run_1/density.png
(3 px per um) 13 x 13 tiles, from white (low) to dark blue (high), 0 to 100% covered.
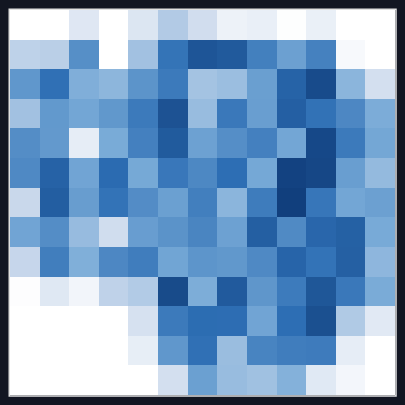
run_1/clock_map.png
(3 px per um)
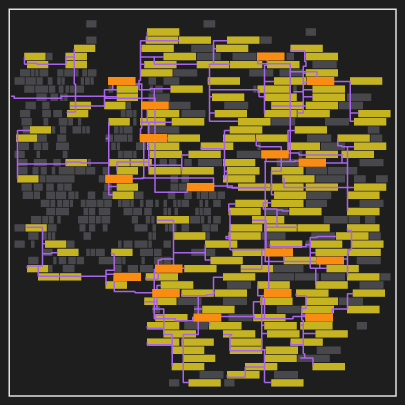
run_1/met3.png
(4 px per um) Cells faint in the background.
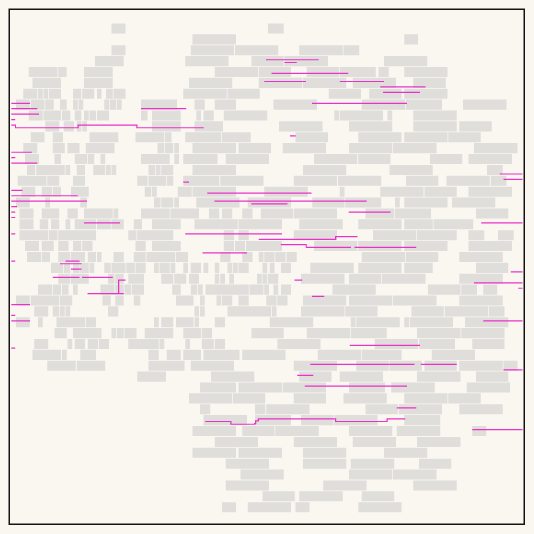
run_1/final_clocks.png
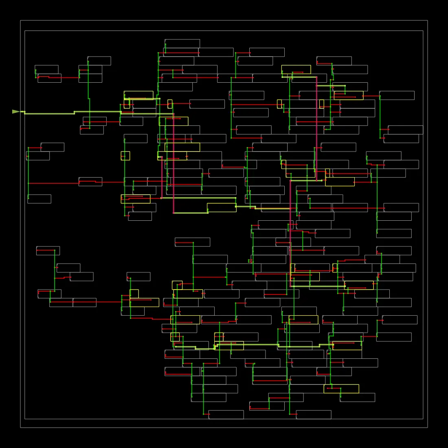
===== config.mk =====
export PLATFORM = sky130hd
export DESIGN_NAME = uart_rx_fifo
export DESIGN_NICKNAME = d
export VERILOG_FILES = /design/src/rtl/uart_rx_fifo.sv
export SDC_FILE = /design/constraint.sdc
export NUM_CORES = 1
export LEC_CHECK = 0
export ABC_CLOCK_PERIOD_IN_PS = 3200
export CAP_MARGIN = 25
export CORE_MARGIN = 1
export CORE_UTILIZATION = 40
export DETAILED_ROUTE_END_ITERATION = 12
export SETUP_SLACK_MARGIN = 0.4
export SLEW_MARGIN = 20
export SYNTH_ARGS = -nofsm -noshare
export SYNTH_HDL_FRONTEND = slang
export SYNTH_SLANG_ARGS = --single-unit

===== constraint.sdc =====
create_clock -name clk -period 3.2 [get_ports clk]
set_input_delay 0.64 -clock clk [delete_from_list [all_inputs] [get_ports clk]]
set_output_delay 0.64 -clock clk [all_outputs]
set_load 0.02 [all_outputs]

===== src/rtl/uart_rx_fifo.sv =====
// Receive-side byte FIFO behind a UART receiver: edge-detected capture, error drop,
// first-word fall-through read, RTS hysteresis, sticky overflow and saturating error count.
module uart_rx_fifo #(
  parameter int DEPTH          = 16,
  parameter int ADDR_W         = 4,
  parameter int RTS_HIGH_WATER = 12,
  parameter int RTS_LOW_WATER  = 4
) (
  input  logic              clk,
  input  logic              reset,
  input  logic [7:0]        in_data,
  input  logic              in_valid,
  input  logic              in_error,
  output logic [7:0]        out_data,
  output logic              out_valid,
  input  logic              out_ready,
  output logic [ADDR_W:0]   level,
  output logic              rts,
  output logic              overflow,
  output logic [7:0]        err_count,
  input  logic              clear_flags
);

  localparam int LVL_W = ADDR_W + 1;

  logic [7:0]        mem_q [DEPTH];
  logic [ADDR_W-1:0] wr_ptr_q, wr_ptr_d;
  logic [ADDR_W-1:0] rd_ptr_q, rd_ptr_d;
  logic [LVL_W-1:0]  level_q, level_d;
  logic              rts_q, rts_d;
  logic              overflow_q, overflow_d;
  logic [7:0]        err_count_q, err_count_d;
  logic              in_valid_q, in_valid_d;
  logic              in_error_q, in_error_d;

  logic              push_req, err_evt, push_cand, push, pop, full, drop;
  logic              overflow_base;
  logic [7:0]        err_base;

  assign push_req  = in_valid & ~in_valid_q;
  assign err_evt   = in_error & ~in_error_q;
  assign push_cand = push_req & ~err_evt;
  assign full      = (level_q == LVL_W'(DEPTH));
  assign out_valid = (level_q != '0);
  assign pop       = out_valid & out_ready;
  // A full FIFO still accepts a byte when the head leaves in the same cycle.
  assign push      = push_cand & (~full | pop);
  assign drop      = push_cand & full & ~pop;

  always_comb begin
    in_valid_d = in_valid;
    in_error_d = in_error;
    wr_ptr_d   = push ? wr_ptr_q + 1'b1 : wr_ptr_q;
    rd_ptr_d   = pop  ? rd_ptr_q + 1'b1 : rd_ptr_q;

    level_d = level_q;
    case ({push, pop})
      2'b10:   level_d = level_q + 1'b1;
      2'b01:   level_d = level_q - 1'b1;
      default: level_d = level_q;
    endcase

    rts_d = rts_q;
    if (level_d >= LVL_W'(RTS_HIGH_WATER))
      rts_d = 1'b0;
    else if (level_d <= LVL_W'(RTS_LOW_WATER))
      rts_d = 1'b1;

    // Clear happens first, then the same-cycle event lands on the cleared value.
    overflow_base = clear_flags ? 1'b0 : overflow_q;
    overflow_d    = overflow_base | drop;

    err_base    = clear_flags ? 8'd0 : err_count_q;
    err_count_d = err_base;
    if (err_evt && (err_base != 8'hFF))
      err_count_d = err_base + 8'd1;
  end

  always_ff @(posedge clk) begin
    if (reset) begin
      wr_ptr_q    <= '0;
      rd_ptr_q    <= '0;
      level_q     <= '0;
      rts_q       <= 1'b1;
      overflow_q  <= 1'b0;
      err_count_q <= 8'd0;
      in_valid_q  <= 1'b1;
      in_error_q  <= 1'b1;
    end else begin
      wr_ptr_q    <= wr_ptr_d;
      rd_ptr_q    <= rd_ptr_d;
      level_q     <= level_d;
      rts_q       <= rts_d;
      overflow_q  <= overflow_d;
      err_count_q <= err_count_d;
      in_valid_q  <= in_valid_d;
      in_error_q  <= in_error_d;
    end
  end

  always_ff @(posedge clk) begin
    if (push && !reset)
      mem_q[wr_ptr_q] <= in_data;
  end

  assign out_data  = mem_q[rd_ptr_q];
  assign level     = level_q;
  assign rts       = rts_q;
  assign overflow  = overflow_q;
  assign err_count = err_count_q;

endmodule


==> impl_metrics.json, run 1 <==
{
  "status": "finished clean",
  "io_pins": 38,
  "synth-edff-count": 128,
  "final_area_um2": 8010,
  "first_global_vias": 3594,
  "worst-setup-path-type": "reg -> out",
  "drive_above_1_share_pct": 29.0,
  "drtPass1Iterations": 4,
  "synth.distinct_cells": 49,
  "warning_count": 31,
  "largest_reg_flops": 128,
  "die_x_um": 128,
  "avgSynthCellArea_um2": 17.2,
  "grt_pass1_wl_um": 20500,
  "clock_path_buffers": 2,
  "postLayoutCoreUtil_pct": 52.1,
  "min_period_ns": 2.92,
  "period_used_pct": 91.3,
  "rsz0062_at_grt": "true",
  "nets": 477,
  "synthTopCellsByCount": "128 x edfxtp_1, 40 x mux4_2, 36 x nor2_1",
  "dieArea_um2": 16500,
  "yosysWarnings": 0,
  "crit_top_cell": "mux4_2",
  "cp.arrival_ns": 2.28,
  "syn_area_um2": 6390,
  "synthesis.instances": 372,
  "finalNonFillerCells": 680,
  "min_path_type": "reg -> reg",
  "vias": 3568,
  "grt_overflow": 0,
  "worstPathCellList": "buf_12, buf_16, mux4_2, mux4_2, buf_6",
  "ir_worst_vdd_mv": 0.418,
  "crit_path_start_kind": "flip-flop",
  "clk_pin_slew_ns": 0.06,
  "synth_seq_share_pct": 69.3,
  "detailedPlace.worstSlack_ns": 0.114,
  "row_count": 45,
  "drt_iter0_markers": 381,
  "placed_cells": 639,
  "whs_ns": 0.488,
  "synth-main-ff-cell": "edfxtp_1",
  "cp_slowest_cell": "mux4_2",
  "antenna_found_initial": 0,
  "finalMaxSlewViolations": 0,
  "gp_congestion": 0.852,
  "h-tree-depth": 4,
  "cts_root_buf": "clkbuf_16",
  "p_total_mw": 5.57,
  "power.density_nw_per_um2": 695,
  "top_area_cell": "edfxtp_1",
  "hold_violations": 0,
  "topCellsByArea": "edfxtp_1 60%, mux4_2 14%, dfxtp_1 9.1%",
  "dpl_cell_area_um2": 7250,
  "cp-end-kind": "output port",
  "post-dp-hpwl_um": 8400,
  "regArea_um2": 4430,
  "syn_nets": 393,
  "slew_headroom_pct": 61.2,
  "vias_per_cell": 5.25,
  "crit_path_max_incr_delay_ns": 0.52,
  "cap_violations": 0,
  "critPathMaxFanout": 6,
  "ant_nets": 0,
  "grt_start_max_net_pins": 33,
  "post-synth-top-count-cell": "edfxtp_1",
  "fp-utilization_pct": 41.6,
  "fmax_ghz": 0.342,
  "worstMarginPinSlew_ns": 0.580,
  "drt_wl_total_um": 13400,
  "regMostFlops": "mem_q",
  "worstPathRequired_ns": 2.56,
  "drc": 0,
  "comb_area_um2": 1870,
  "synth_chip_area_um2": 6390,
  "final-setup-viol-count": 0,
  "p_leak_nw": 2.62,
  "fin_ws_ns": 0.277,
  "final.setup_skew_ns": 0.00740,
  "io_buffers": 37,
  "synth_flop_count": 157,
  "ys_cells": 372,
  "top_area_share_pct": 60.2,
  "core_um2": 15400,
  "die_y_um": 128,
  "nFillCells": 1257,
  "area_growth_pct": 25.4,
  "setup_tns_ns": 0,
  "antenna_cells": 0,
  "synthArstFlopShare_pct": 0,
  "routedWlPerCell_um": 19.7,
  "cts_tree": "done",
  "grt.total_usage_pct": 17.6
}
Back to the opening pictures, density.png:
nearly empty tiles	14%
fullest tile	94%
mean over tiles	47%

Back to the opening pictures, clock_map.png:
[flip-flops] yellow | count: 157
[clock wires] purple | length: 1720 um
[cells driving clock nets] orange | count: 17
routed clock nets	18
flops lie	spread over the die

Back to the opening pictures, met3.png:
longest straight run	37.7 um
nets with wire on the layer	51
wire length on this layer	669 um
share of all routed wire	5.0%
main direction	horizontal

Back to the opening pictures, final_clocks.png:
CTS buffer count: 17
clk sink count: 157
Clock Buffer Count: 18
clk_lat worst skew: 0.42 ns

[run 1: layout make-up]
class / count / share of cell area, %
Multi-Input combinational cell: 187 / 23.3
Sequential cell: 157 / 55.3
Clock inverter: 14 / 1.58
Timing Repair Buffer: 84 / 10.8
Tap cell: 211 / 3.29
Inverter: 9 / 0.422
Clock buffer: 18 / 5.36
[run 1: critical path, delay by kind of cell (launching register included)]
| family | cells | cell delay [ns] |
|---|---|---|
| flops | 1 | 0.44 |
| mux | 2 | 1.02 |
| buf+inv | 3 | 0.40 |
[run 1: kinds of logic (layout without fill, tap and decap cells)]
logic type,Yosys count,in the layout,synth area share [%]
adders and majority gates,7,7,1.37
AOI/OAI and AO/OA,29,29,3.41
muxes,44,44,14.8
xor gates and xnor gates,14,14,1.92
and+or+nand+nor,93,93,7.36
buffers and inverters,28,125,1.88
DFF,157,157,69.3
[run 1: path summary, 6_finish.rpt]
| check | cells past startpoint | end | slack, ns | start |
|---|---|---|---|---|
| hold reg to reg | 2 | rd_ptr_q[3] | 0.49 | rd_ptr_q[3] |
| hold / removal | 2 | rd_ptr_q[3] | 0.49 | rd_ptr_q[3] |
| setup reg to reg | 10 | rts | 0.61 | level[0] |
| setup / recovery | 5 | out_data[7] | 0.28 | flip-flop |
[run 1: placed cells by master, fill, tap and decap left out, types with 2 or more instances in the layout]
| cell type | Yosys | routed |
|---|---|---|
| mux4_2 | 40 | 40 |
| o32a_1 | 2 | 2 |
| buf_4 | 0 | 38 |
| nand4_1 | 2 | 2 |
| clkinvlp_4 | 0 | 4 |
| bufinv_16 | 0 | 2 |
| xnor2_1 | 8 | 8 |
| a21oi_1 | 6 | 6 |
| buf_16 | 0 | 3 |
| nand2b_1 | 4 | 4 |
| nor2b_1 | 5 | 5 |
| a31oi_1 | 2 | 2 |
| and3_1 | 2 | 2 |
| o21ai_2 | 2 | 2 |
| nand4b_1 | 2 | 2 |
| nand3b_1 | 2 | 2 |
| buf_6 | 1 | 8 |
| inv_1 | 9 | 9 |
| or2_2 | 4 | 4 |
| ha_1 | 7 | 7 |
| a211oi_1 | 3 | 3 |
| nor2_1 | 36 | 36 |
| clkinv_1 | 0 | 6 |
| clkdlybuf4s50_1 | 0 | 28 |
| clkbuf_16 | 0 | 17 |
| nor3_1 | 8 | 8 |
| mux2i_1 | 3 | 3 |
| nor4_1 | 3 | 3 |
| buf_12 | 0 | 5 |
| xor2_1 | 6 | 6 |
| o21ai_0 | 3 | 3 |
| nand3_1 | 6 | 6 |
| edfxtp_1 | 128 | 128 |
| nand2_1 | 13 | 13 |
| dfxtp_1 | 29 | 28 |
[run 1: power by group]
group	switching (mW)	internal [mW]	total [mW]
clock	0.750	1.13	1.88
sequential	0.0613	2.26	2.32
combinational	0.635	0.732	1.37
[run 1: routing by layer]
metal / routed length (um) / track usage [%] / vias to the layer above
li1: - / - / 1630
met5: 0 / 0 / -
met2: 6860 / 29.8 / 102
met4: 146 / 6.02 / 0
met3: 668 / 4.45 / 12
met1: 5700 / 22.2 / 1824
[run 1: timing repair]
item                                    CTS  global route
endpoints found under the setup margin    9            10
pin swaps                                 1             2
cloned                                    3             0
buffers inserted                          4             2
hold buffers                              0             0
resized                                  53             6
run_1/met1.png
(2 px per um) Supply wires on this layer in gray.
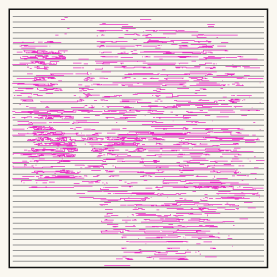

==> inputs of run 2 (changes only) <==
--- a/config.mk
+++ b/config.mk
@@ -7,9 +7,10 @@
 export LEC_CHECK = 0
 export ABC_CLOCK_PERIOD_IN_PS = 3200
 export CAP_MARGIN = 25
-export CORE_MARGIN = 1
+export CORE_MARGIN = 2
 export CORE_UTILIZATION = 40
 export DETAILED_ROUTE_END_ITERATION = 12
+export GPL_TIMING_DRIVEN = 0
 export SETUP_SLACK_MARGIN = 0.4
 export SLEW_MARGIN = 20
 export SYNTH_ARGS = -nofsm -noshare
run_2/met1.png
(2 px per um) Supply wires on this layer in gray.
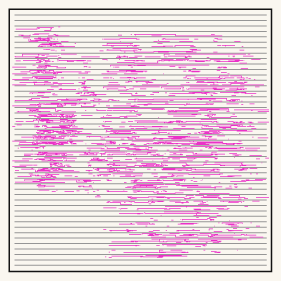
nets with wire on the layer	431
share of all routed wire	44%

==> run 2 against run 1 <==
  * Clock power fell by 2%
  * Flip-flop count did not move
  * Hold slack got worse by 0.010 ns
  * Cell count fell by 2.1%
  * Core utilization fell by 1.9 points
  * Via count fell by 1.3%
  * Critical path depth did not move
  * Cell area fell by 1.1%
  * Worst setup slack got worse by 0.017 ns
  * Die size rose by 3.1%
  * Register-to-register slack got worse by 0.15 ns
  * Non-clock buffer count fell by 18
  * Largest power group unchanged
==> impl_metrics.json, run 2 <==
{
  "top_area_share_pct": 60.2,
  "r2r_start": "level[0]",
  "post-dp-hpwl_um": 8780,
  "comb_power_share_pct": 25.6,
  "reg2regPathDepth": 11,
  "fp-utilization_pct": 40.5,
  "p_clk_share_pct": 33.1,
  "grt_overflow": 0,
  "synth_seq_share_pct": 69.3,
  "vias": 3520,
  "topCellsByArea": "edfxtp_1 60%, mux4_2 14%, dfxtp_1 9.1%",
  "grt_pass1_wl_um": 21200,
  "internal-power_mw": 3.98,
  "io_buffers": 36,
  "h-tree-depth": 4,
  "synth-main-ff-cell": "edfxtp_1",
  "crit_path_start_kind": "flip-flop",
  "slew_headroom_pct": 49.0,
  "min_period_ns": 2.94,
  "period_used_pct": 91.9,
  "top_area_cell": "edfxtp_1",
  "area_growth_pct": 24.1,
  "worstMarginPinSlew_ns": 0.762,
  "drt_wl_total_um": 13600,
  "ctsHoldBuffers": 0,
  "synth_flop_count": 157,
  "hold_violations": 0,
  "synthTopCellsByCount": "128 x edfxtp_1, 40 x mux4_2, 36 x nor2_1",
  "cp-end-kind": "output port",
  "cts.sinks": 157,
  "critPathMaxFanout": 8,
  "nets": 459,
  "synthArstFlopShare_pct": 0,
  "synthesis.instances": 372,
  "lay_top_count": "edfxtp_1",
  "vias_per_cell": 5.29,
  "ir_worst_vdd_mv": 0.490,
  "first_global_vias": 3615,
  "final-setup-viol-count": 0,
  "hold_start": "rts",
  "switching_share_pct": 28.4,
  "post-synth-top-count-cell": "edfxtp_1",
  "core_um2": 15800,
  "synth_chip_area_um2": 6390,
  "gp_congestion": 0.888,
  "syn_nets": 393,
  "postLayoutCoreUtil_pct": 50.3,
  "min_to": "rts",
  "sequentialPowerShare_pct": 41.3,
  "syn_area_um2": 6390,
  "p_leak_nw": 2.51,
  "power.density_nw_per_um2": 701,
  "ys_cells": 372,
  "whs_ns": 0.478,
  "final.setup_skew_ns": 0.00998,
  "ant_nets": 0,
  "worstPathRequired_ns": 2.56,
  "min_path_type": "reg -> reg",
  "clk_pin_slew_ns": 0.06,
  "fin_ws_ns": 0.260,
  "row_count": 46,
  "yosysWarnings": 0,
  "status": "finished clean",
  "routedWlPerCell_um": 20.5,
  "drive_above_1_share_pct": 29.3,
  "die_x_um": 130,
  "reg2reg_slack_ns": 0.46,
  "cts_made_buffers": 17,
  "p_switching_mw": 1.58,
  "grt.total_usage_pct": 17.5,
  "fmax_ghz": 0.340,
  "whs_path_depth": 2,
  "final_area_um2": 7930,
  "cts_tree": "done",
  "io_pins": 38,
  "synth-edff-count": 128,
  "antenna_cells": 0,
  "antenna_found_initial": 0,
  "regMostFlops": "mem_q",
  "clock_path_buffers": 2
}
-- run 2: what timing repair did --
action	4_1_cts	5_1_grt
endpoints found under the setup margin	142	49
resized	92	13
buffers inserted	4	4
gates cloned	3	0
pin swaps	4	2
hold endpoints to repair	0	0
-- run 2: how the worst max path moves through the flow --
| stage | cells past startpoint | end |
|---|---|---|
| floorplan | 11 | rts |
| global placement | 6 | mem_q[3][4] |
| global route | 5 | out_data[2] |
| finish | 5 | out_data[2] |
| CTS | 5 | out_data[2] |
| detailed placement | 6 | mem_q[3][4] |
-- run 2: cell type report --
type	count	area, um^2
Fill cell	1327	7850
Sequential cell	157	4430
Timing Repair Buffer	47	541
Multi-Input combinational cell	187	1950
Tap cell	216	270
Clock inverter	13	109
Clock buffer	18	429
Buffer	19	166
Inverter	9	33.8
-- run 2: cell families (layout without fill, tap and decap cells) --
family	count (synthesis)	after routing	share of synthesized area, %
DFF	157	157	69.3
and+or+nand+nor	93	93	7.36
muxes	44	44	14.8
AOI/OAI and AO/OA	29	29	3.41
buffers and inverters	28	106	1.88
xor gates and xnor gates	14	14	1.92
adders and majority gates	7	7	1.37
-- run 2: stage by stage --
stage,TNS (ns),std cells
after floorplan,0,372
after global placement,-31.67,624
after detailed placement,-38.78,624
after CTS,0,662
after global routing,0,666
final,0,666
-- run 2: routing by layer --
metal  GRT usage [%]  vias to the layer above  wire length, um  share of wire [%]
met2            29.2                       99             6890                 51
met4            5.63                        0              120               0.88
met5               0                        -                0                  0
met1            23.1                     1803             5950                 44
met3            3.95                       10              670                4.9
li1                -                     1608                -                  -
-- run 2: power groups by stage --
stage	clock (mW)	combinational (mW)	sequential (mW)
global route	1.97	1.53	2.30
global placement	0	1.18	2.33
floorplan	0	0.778	2.36
detailed placement	0	1.20	2.33
finish	1.84	1.42	2.29
CTS	1.87	1.42	2.29
-- run 2: critical path, stage by stage (launching register included) --
cell and delay (ns):
dfxtp_2 0.33, clkbuf_16 0.18, buf_16 0.14, mux4_2 0.54
mux4_2 0.52, buf_6 0.16
run_2/clock_map.png
(3 px per um)
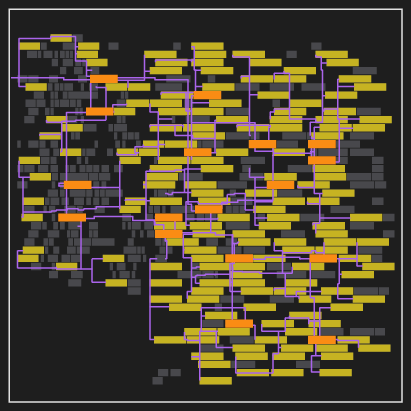

==> inputs of run 3 (changes only) <==
--- a/config.mk
+++ b/config.mk
@@ -7,6 +7,7 @@
 export LEC_CHECK = 0
 export ABC_CLOCK_PERIOD_IN_PS = 3200
 export CAP_MARGIN = 25
+export CORE_ASPECT_RATIO = 1.1
 export CORE_MARGIN = 2
 export CORE_UTILIZATION = 40
 export DETAILED_ROUTE_END_ITERATION = 12
run_3/clock_map.png
(3 px per um)
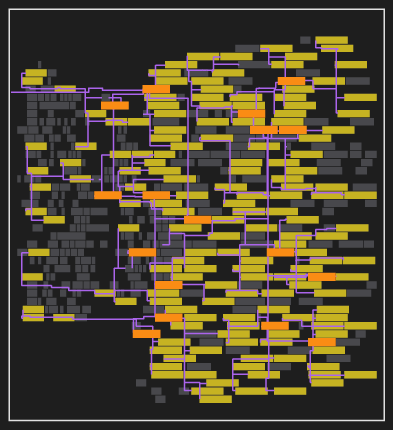
[flip-flops] yellow | count: 157
[cells driving clock nets] orange | count: 17
[clock wires] purple | length: 1750 um
flops lie	spread over the die
routed clock nets	18

==> run 3 against run 2 <==
  * Die size barely moved
  * Non-clock buffer count rose by 3
  * Register-to-register slack got worse by 0.04 ns
  * Critical endpoint is now out_data[1]
==> impl_metrics.json, run 3 <==
{
  "status": "finished clean",
  "drc": 0,
  "synthTopCellsByCount": "128 x edfxtp_1, 40 x mux4_2, 36 x nor2_1",
  "finalNonFillerCells": 654,
  "row_count": 48,
  "internal-power_mw": 4.31,
  "grt.total_usage_pct": 17.2,
  "p_switching_mw": 1.53,
  "largest_reg_flops": 128,
  "worstPathRequired_ns": 2.56,
  "clk_pin_slew_ns": 0.06,
  "comb_power_share_pct": 24.7,
  "path_buffers": 4,
  "finalMaxSlewViolations": 0,
  "synth_chip_area_um2": 6390,
  "synth_flop_count": 157,
  "comb_area_um2": 1950,
  "p_clk_share_pct": 36.0,
  "grt_overflow": 0,
  "synth.distinct_cells": 49,
  "antenna_found_initial": 0,
  "final.setup_skew_ns": 0.00782,
  "min_path_type": "reg -> reg",
  "post-synth-top-count-cell": "edfxtp_1",
  "critPathMaxFanout": 6,
  "antenna_cells": 0,
  "cts_made_buffers": 17,
  "most-common-layout-cells": "128 x edfxtp_1, 40 x mux4_2, 28 x dfxtp_1, 27 x clkdlybuf4s50_1, 21 x nor2_1",
  "synth-main-ff-cell": "edfxtp_1",
  "nets": 462,
  "postLayoutCoreUtil_pct": 51.4,
  "die_x_um": 124,
  "vias": 3479,
  "ant_nets": 0,
  "synth-edff-count": 128,
  "warning_count": 31,
  "fmax_ghz": 0.335,
  "top_area_cell": "edfxtp_1",
  "cp-end-kind": "output port",
  "slew_headroom_pct": 50.3,
  "vias_per_cell": 5.32,
  "clk_latency_ns": 0.42,
  "crit_path_start_kind": "flip-flop",
  "io_buffers": 36,
  "die_y_um": 137,
  "cts_root_buf": "clkbuf_16",
  "cp.arrival_ns": 2.34,
  "grt_start_max_net_pins": 17,
  "power.density_nw_per_um2": 724,
  "syn_area_um2": 6390,
  "topCellsByArea": "edfxtp_1 60%, mux4_2 14%, dfxtp_1 9.1%",
  "regMostFlops": "mem_q",
  "cp_slowest_cell": "mux4_2",
  "cap_violations": 0,
  "regArea_um2": 4430,
  "sequentialPowerShare_pct": 39.3,
  "reg2reg_slack_ns": 0.42,
  "crit_path_max_incr_delay_ns": 0.53,
  "synthesis.instances": 372,
  "switching_share_pct": 26.2,
  "clock_path_buffers": 2,
  "dieArea_um2": 17000,
  "ys_cells": 372,
  "hold_violations": 0,
  "nFillCells": 1284,
  "cts_tree": "done",
  "rsz0062_at_grt": "true",
  "min_period_ns": 2.98,
  "final-setup-viol-count": 0,
  "grt_pass1_wl_um": 21300,
  "worstPathCellList": "clkbuf_16, buf_12, buf_16, mux4_2, mux4_2, buf_6",
  "synthArstFlopShare_pct": 0,
  "period_used_pct": 93.2,
  "p_leak_nw": 2.59,
  "ir_worst_vdd_mv": 0.436
}
-- run 3: cell counts after synthesis --
No cell type changed its count.
-- run 3: area by class of cell --
| type | instances | area share (%) |
|---|---|---|
| Sequential cell | 157 | 55.0 |
| Clock buffer | 17 | 5.28 |
| Inverter | 9 | 0.420 |
| Timing Repair Buffer | 50 | 7.47 |
| Tap cell | 200 | 3.11 |
| Buffer | 19 | 2.07 |
| Clock inverter | 15 | 2.41 |
| Multi-Input combinational cell | 187 | 24.3 |
-- run 3: final timing paths --
kind / from / end / depth (start not counted)
max: flip-flop / out_data[1] / 6
min: rts / rts / 2
max reg2reg: level[0] / rts / 11
min reg2reg: rts / rts / 2
-- run 3: kinds of logic after synthesis --
| kind of cell | after synthesis | share of synthesized area [%] |
|---|---|---|
| AND-OR/OR-AND | 29 | 3.41 |
| XOR/XNOR | 14 | 1.92 |
| adder cells (fa/ha/maj) | 7 | 1.37 |
| buffers and inverters | 28 | 1.88 |
| flip-flops | 157 | 69.3 |
| multiplexers | 44 | 14.8 |
| AND/OR/NAND/NOR | 93 | 7.36 |
-- run 3: metrics by stage --
stage / TNS (ns) / area [um^2] / setup slack, ns / total power [mW]
2_1_floorplan: 0 / 6390 / 0.516 / 3.14
3_3_place_gp: -41.85 / 7000 / -0.557 / 3.51
3_5_place_dp: -45.26 / 7000 / -0.636 / 3.52
4_1_cts: 0 / 7950 / 0.200 / 5.84
5_1_grt: 0 / 8050 / 0.169 / 6.07
6_report: 0 / 8050 / 0.218 / 5.83
-- run 3: power groups by stage --
stage	clock, mW	sequential [mW]	combinational (mW)
floorplan	0	2.36	0.778
global placement	0	2.33	1.18
detailed placement	0	2.33	1.19
CTS	2.14	2.29	1.41
global route	2.24	2.30	1.54
finish	2.10	2.29	1.44
-- run 3: routing by layer --
layer | part of all wire, % | vias up | global-route usage (%)
li1 | - | 1607 | -
met1 | 42 | 1760 | 21.3
met2 | 53 | 95 | 29.9
met3 | 4.0 | 17 | 3.79
met4 | 1.5 | 0 | 5.99
met5 | 0 | - | 0
-- run 3: what timing repair did --
action | 4_1_cts | 5_1_grt
resized | 94 | 14
gates cloned | 2 | 1
hold endpoints to repair | 0 | 0
hold buffers | 0 | 0
setup buffers | 8 | 3
endpoints found under the setup margin | 141 | 73
pin swaps | 3 | 1
-- run 3: worst register-to-register path, stage by stage, from the launching register on --
cell and delay (ns):
dfxtp_1 0.34, buf_6 0.15, or4_4 0.58, o221ai_4 0.25, xnor2_1 0.10, ha_1 0.29, nand2b_1 0.15, a211oi_1 0.07
a2111oi_1 0.37, o311ai_1 0.16, o22ai_1 0.13, a21oi_1 0.07
Power figures rest on the tool's default switching activity, not on a simulated workload.
